## config.mk

```make
export PLATFORM = sky130hd
export DESIGN_NAME = instr_fsm
export DESIGN_NICKNAME = d
export VERILOG_FILES = /design/src/rtl/instr_fsm.sv
export SDC_FILE = /design/constraint.sdc
export NUM_CORES = 1
export LEC_CHECK = 0
export ABC_AREA = 1
export CORE_MARGIN = 2
export CORE_UTILIZATION = 48
export DETAILED_ROUTE_END_ITERATION = 12
export GPL_TIMING_DRIVEN = 0
export PLACE_DENSITY = 0.74
export SETUP_SLACK_MARGIN = 0.3
export SKIP_CTS_REPAIR_TIMING = 1
export SYNTH_ARGS = -nofsm -noshare
export SYNTH_HDL_FRONTEND = slang
export SYNTH_SLANG_ARGS = --single-unit
```

## constraint.sdc

```tcl
create_clock -name clk -period 1.4 [get_ports clk]
set_input_delay 0.14 -clock clk [delete_from_list [all_inputs] [get_ports clk]]
set_output_delay 0.14 -clock clk [all_outputs]
set_load 0.1 [all_outputs]
```

## src/rtl/instr_fsm.sv

```systemverilog
// Moore sequencer for the register file / ALU datapath: launches one instruction
// per start pulse, steps through its micro-operations, then returns to WAIT.
module instr_fsm (
  input  logic       clk,
  input  logic       reset,
  input  logic       s,
  input  logic [2:0] opcode,
  input  logic [1:0] op,
  output logic       w,
  output logic [2:0] nsel,
  output logic       vsel,
  output logic       write,
  output logic       loada,
  output logic       loadb,
  output logic       loadc,
  output logic       loads,
  output logic       asel
);

  typedef enum logic [3:0] {
    S_WAIT      = 4'd0,
    S_DECODE    = 4'd1,
    S_GET_A     = 4'd2,
    S_GET_B     = 4'd3,
    S_ALU       = 4'd4,
    S_ALU_S     = 4'd5,
    S_WRITE_REG = 4'd6,
    S_WRITE_IMM = 4'd7
  } state_t;

  localparam logic [4:0] I_MOV_REG = 5'b110_00;
  localparam logic [4:0] I_MOV_IMM = 5'b110_10;
  localparam logic [4:0] I_ADD     = 5'b101_00;
  localparam logic [4:0] I_CMP     = 5'b101_01;
  localparam logic [4:0] I_AND     = 5'b101_10;
  localparam logic [4:0] I_MVN     = 5'b101_11;

  localparam logic [2:0] SEL_NONE = 3'b000;
  localparam logic [2:0] SEL_RN   = 3'b001;
  localparam logic [2:0] SEL_RD   = 3'b010;
  localparam logic [2:0] SEL_RM   = 3'b100;

  state_t     state_q, state_d;
  logic [2:0] opcode_q, opcode_d;
  logic [1:0] op_q, op_d;
  logic       w_q, w_d;
  logic [2:0] nsel_q, nsel_d;
  logic       vsel_q, vsel_d;
  logic       write_q, write_d;
  logic       loada_q, loada_d;
  logic       loadb_q, loadb_d;
  logic       loadc_q, loadc_d;
  logic       loads_q, loads_d;
  logic       asel_q, asel_d;

  logic [4:0] instr_q;
  assign instr_q = {opcode_q, op_q};

  always_comb begin
    state_d  = state_q;
    opcode_d = opcode_q;
    op_d     = op_q;

    unique case (state_q)
      S_WAIT: begin
        if (s) begin
          opcode_d = opcode;
          op_d     = op;
          state_d  = S_DECODE;
        end
      end
      S_DECODE: begin
        unique case (instr_q)
          I_MOV_IMM:             state_d = S_WRITE_IMM;
          I_MOV_REG, I_MVN:      state_d = S_GET_B;
          I_ADD, I_AND, I_CMP:   state_d = S_GET_A;
          default:               state_d = S_WAIT;
        endcase
      end
      S_GET_A:     state_d = S_GET_B;
      S_GET_B:     state_d = (instr_q == I_CMP) ? S_ALU_S : S_ALU;
      S_ALU:       state_d = S_WRITE_REG;
      S_ALU_S:     state_d = S_WAIT;
      S_WRITE_REG: state_d = S_WAIT;
      S_WRITE_IMM: state_d = S_WAIT;
      default:     state_d = S_WAIT;
    endcase

    // Outputs are computed for the state being entered so they register in step with it.
    w_d     = 1'b0;
    nsel_d  = SEL_NONE;
    vsel_d  = 1'b0;
    write_d = 1'b0;
    loada_d = 1'b0;
    loadb_d = 1'b0;
    loadc_d = 1'b0;
    loads_d = 1'b0;
    asel_d  = 1'b0;

    unique case (state_d)
      S_WAIT:   w_d = 1'b1;
      S_GET_A: begin
        nsel_d  = SEL_RN;
        loada_d = 1'b1;
      end
      S_GET_B: begin
        nsel_d  = SEL_RM;
        loadb_d = 1'b1;
      end
      S_ALU: begin
        loadc_d = 1'b1;
        asel_d  = ({opcode_d, op_d} == I_MOV_REG);
      end
      S_ALU_S:  loads_d = 1'b1;
      S_WRITE_REG: begin
        nsel_d  = SEL_RD;
        write_d = 1'b1;
      end
      S_WRITE_IMM: begin
        nsel_d  = SEL_RN;
        vsel_d  = 1'b1;
        write_d = 1'b1;
      end
      default: ;
    endcase
  end

  always_ff @(posedge clk) begin
    if (reset) begin
      state_q  <= S_WAIT;
      opcode_q <= 3'b000;
      op_q     <= 2'b00;
      w_q      <= 1'b1;
      nsel_q   <= SEL_NONE;
      vsel_q   <= 1'b0;
      write_q  <= 1'b0;
      loada_q  <= 1'b0;
      loadb_q  <= 1'b0;
      loadc_q  <= 1'b0;
      loads_q  <= 1'b0;
      asel_q   <= 1'b0;
    end else begin
      state_q  <= state_d;
      opcode_q <= opcode_d;
      op_q     <= op_d;
      w_q      <= w_d;
      nsel_q   <= nsel_d;
      vsel_q   <= vsel_d;
      write_q  <= write_d;
      loada_q  <= loada_d;
      loadb_q  <= loadb_d;
      loadc_q  <= loadc_d;
      loads_q  <= loads_d;
      asel_q   <= asel_d;
    end
  end

  assign w     = w_q;
  assign nsel  = nsel_q;
  assign vsel  = vsel_q;
  assign write = write_q;
  assign loada = loada_q;
  assign loadb = loadb_q;
  assign loadc = loadc_q;
  assign loads = loads_q;
  assign asel  = asel_q;

endmodule

```

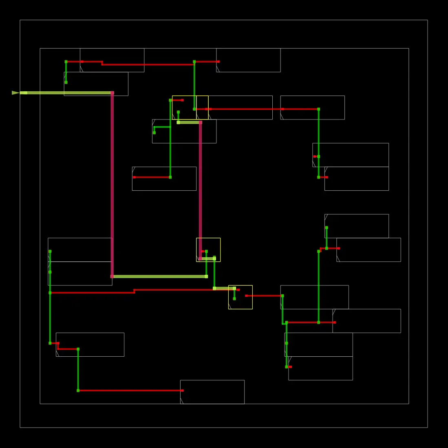
final_clocks.png
total CTS buffers: 3
clkbuf count: 4
Flop Count: 19
Clk Latency, worst-skew pair: 0.29 ns
P_clk: 0.000266 W

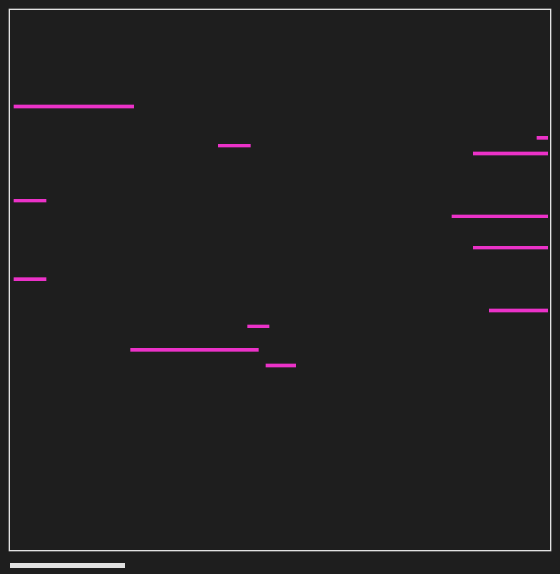
met3.png
Scale bar: 10 µm.
The longest straight run is 10.8 µm. The layer holds 3.8% of the routed length.

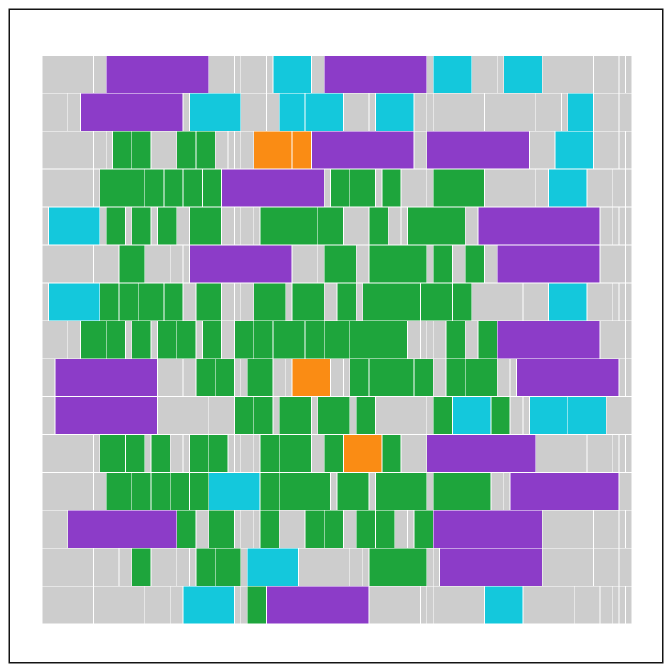
cell_classes.png
Fill, decap, tap and diode cells in gray.
Orange is clock drivers and dummy loads, cells 4. Purple is flip-flops, cells 19. Cyan is other buffers and delay cells, cells 20. Green is all other logic, cells 98.

==> metrics by stage <==
stage	instance area (µm²)	total power (W)	hold slack (ns)
2_1_floorplan	882.1	0.0006495	0.3048
6_report	1099	0.0009392	0.1671
3_3_place_gp	1084	0.0006825	0.4746
5_1_grt	1099	0.0009982	0.1695
4_1_cts	1110	0.0009496	0.1654
3_5_place_dp	1084	0.0006848	0.4832
==> per-layer routing <==
layer,global-route usage,share of wire,vias up
li1,-,-,399
met1,0.1906,0.43,328
met2,0.2712,0.51,12
met3,0.04615,0.038,4
met4,0.1000,0.024,0
met5,0,0,-
==> power by group through the flow <==
stage,Clock [W],Sequential [W],Combinational [W]
floorplan,0,0.000581,0.0000690
detailed placement,0,0.000572,0.000113
global placement,0,0.000571,0.000111
CTS,0.000277,0.000560,0.000113
finish,0.000266,0.000560,0.000113
global route,0.000308,0.000562,0.000128
==> cells by family (layout without fill, tap and decap cells) <==
| logic type | count (synthesis) | after routing |
|---|---|---|
| simple gates | 73 | 73 |
| compound gates | 6 | 6 |
| buf+inv | 20 | 42 |
| flops | 19 | 19 |
| other cells | 1 | 1 |
==> cell usage in the layout (no fill, tap or decap), types with 3 or more instances in the layout <==
| cell | n |
|---|---|
| inv_1 | 17 |
| dfxtp_2 | 4 |
| nand2_1 | 31 |
| nor2_2 | 7 |
| nor2_1 | 13 |
| buf_4 | 12 |
| nand2_2 | 4 |
| clkbuf_4 | 3 |
| nand3_1 | 6 |
| nor2_4 | 5 |
| clkdlybuf4s50_1 | 6 |
| dfxtp_1 | 14 |
==> final timing paths <==
| check | from | to | slack, ns | cells after the start |
|---|---|---|---|---|
| worst max-delay path | nsel[2]$_SDFF_PP0_ | nsel[2] | 0.13 | 2 |
| worst max register to register | state_q[2]$_SDFF_PP0_ | asel$_SDFF_PP0_ | 0.18 | 7 |
| worst min register to register | op_q[1]$_SDFF_PP0_ | op_q[1]$_SDFF_PP0_ | 0.50 | 2 |
| worst min-delay path | reset | opcode_q[0]$_SDFF_PP0_ | 0.17 | 2 |
==> cell type report <==
cell class              instances  area [µm²]
fillers                       178       628.1
flip-flops and latches         19       389.1
well taps                      25       31.28
clock buffers                   4       26.28
multi-input cells              80       424.2
inverters                      18       67.56
plain buffers                   2       12.51
repair buffers                 18       147.6
==> critical path, delay by kind of cell, from the launching register on <==
family / cells / cell delay [ns]
buffers and inverters: 2 / 0.50
flip-flops: 1 / 0.35
==> state kept, by name, indices dropped and copies added, names as in the netlist <==
name	cells
asel	1
loada	1
loadc	1
loads	1
nsel	3
op_q	2
opcode_q	3
state_q	4
vsel	1
w	1
write	1
==> impl_metrics.tcl <==
# implementation run metrics
set metrics [dict create \
    drcViolationCount 0 \
    drv_slew 0 \
    status "finished clean" \
    drive_gt1_frac 0.3262 \
    max-vdd-ir-drop_uv 569.7 \
    setup_viol 0 \
    yosys_area_um2 878.3 \
    fin_util 0.6362 \
    clk_pin_slew_ns 0.09 \
    netlist_instances 119 \
    worstSetupPathType "flip-flop to output pin" \
    io_buffers 17 \
    synth.top_cell.area_share 0.4330 \
    ys_sh_aoi 0.03419 \
    p_int_w 0.0007047 \
    ys_sh_simple 0.4373 \
    fp_nets 127 \
    finalSetupTns_ns 0 \
    ys_sh_adder 0 \
    topCombFamilyByArea "simple AND/OR/NAND/NOR gates" \
    dr.pass1.iters 2 \
    routed_via_density 4.476 \
    ys.flops 19 \
    n_antenna_cell 0 \
    rsz0062_at_grt "yes" \
    root_buffer "clkbuf_4" \
    p_per_area_nw_per_um2 854.9 \
    critPathArrivalTime_ns 1.13 \
    finalNetCount 150 \
]
No activity file was given, so power comes from the tool's default toggle rates.
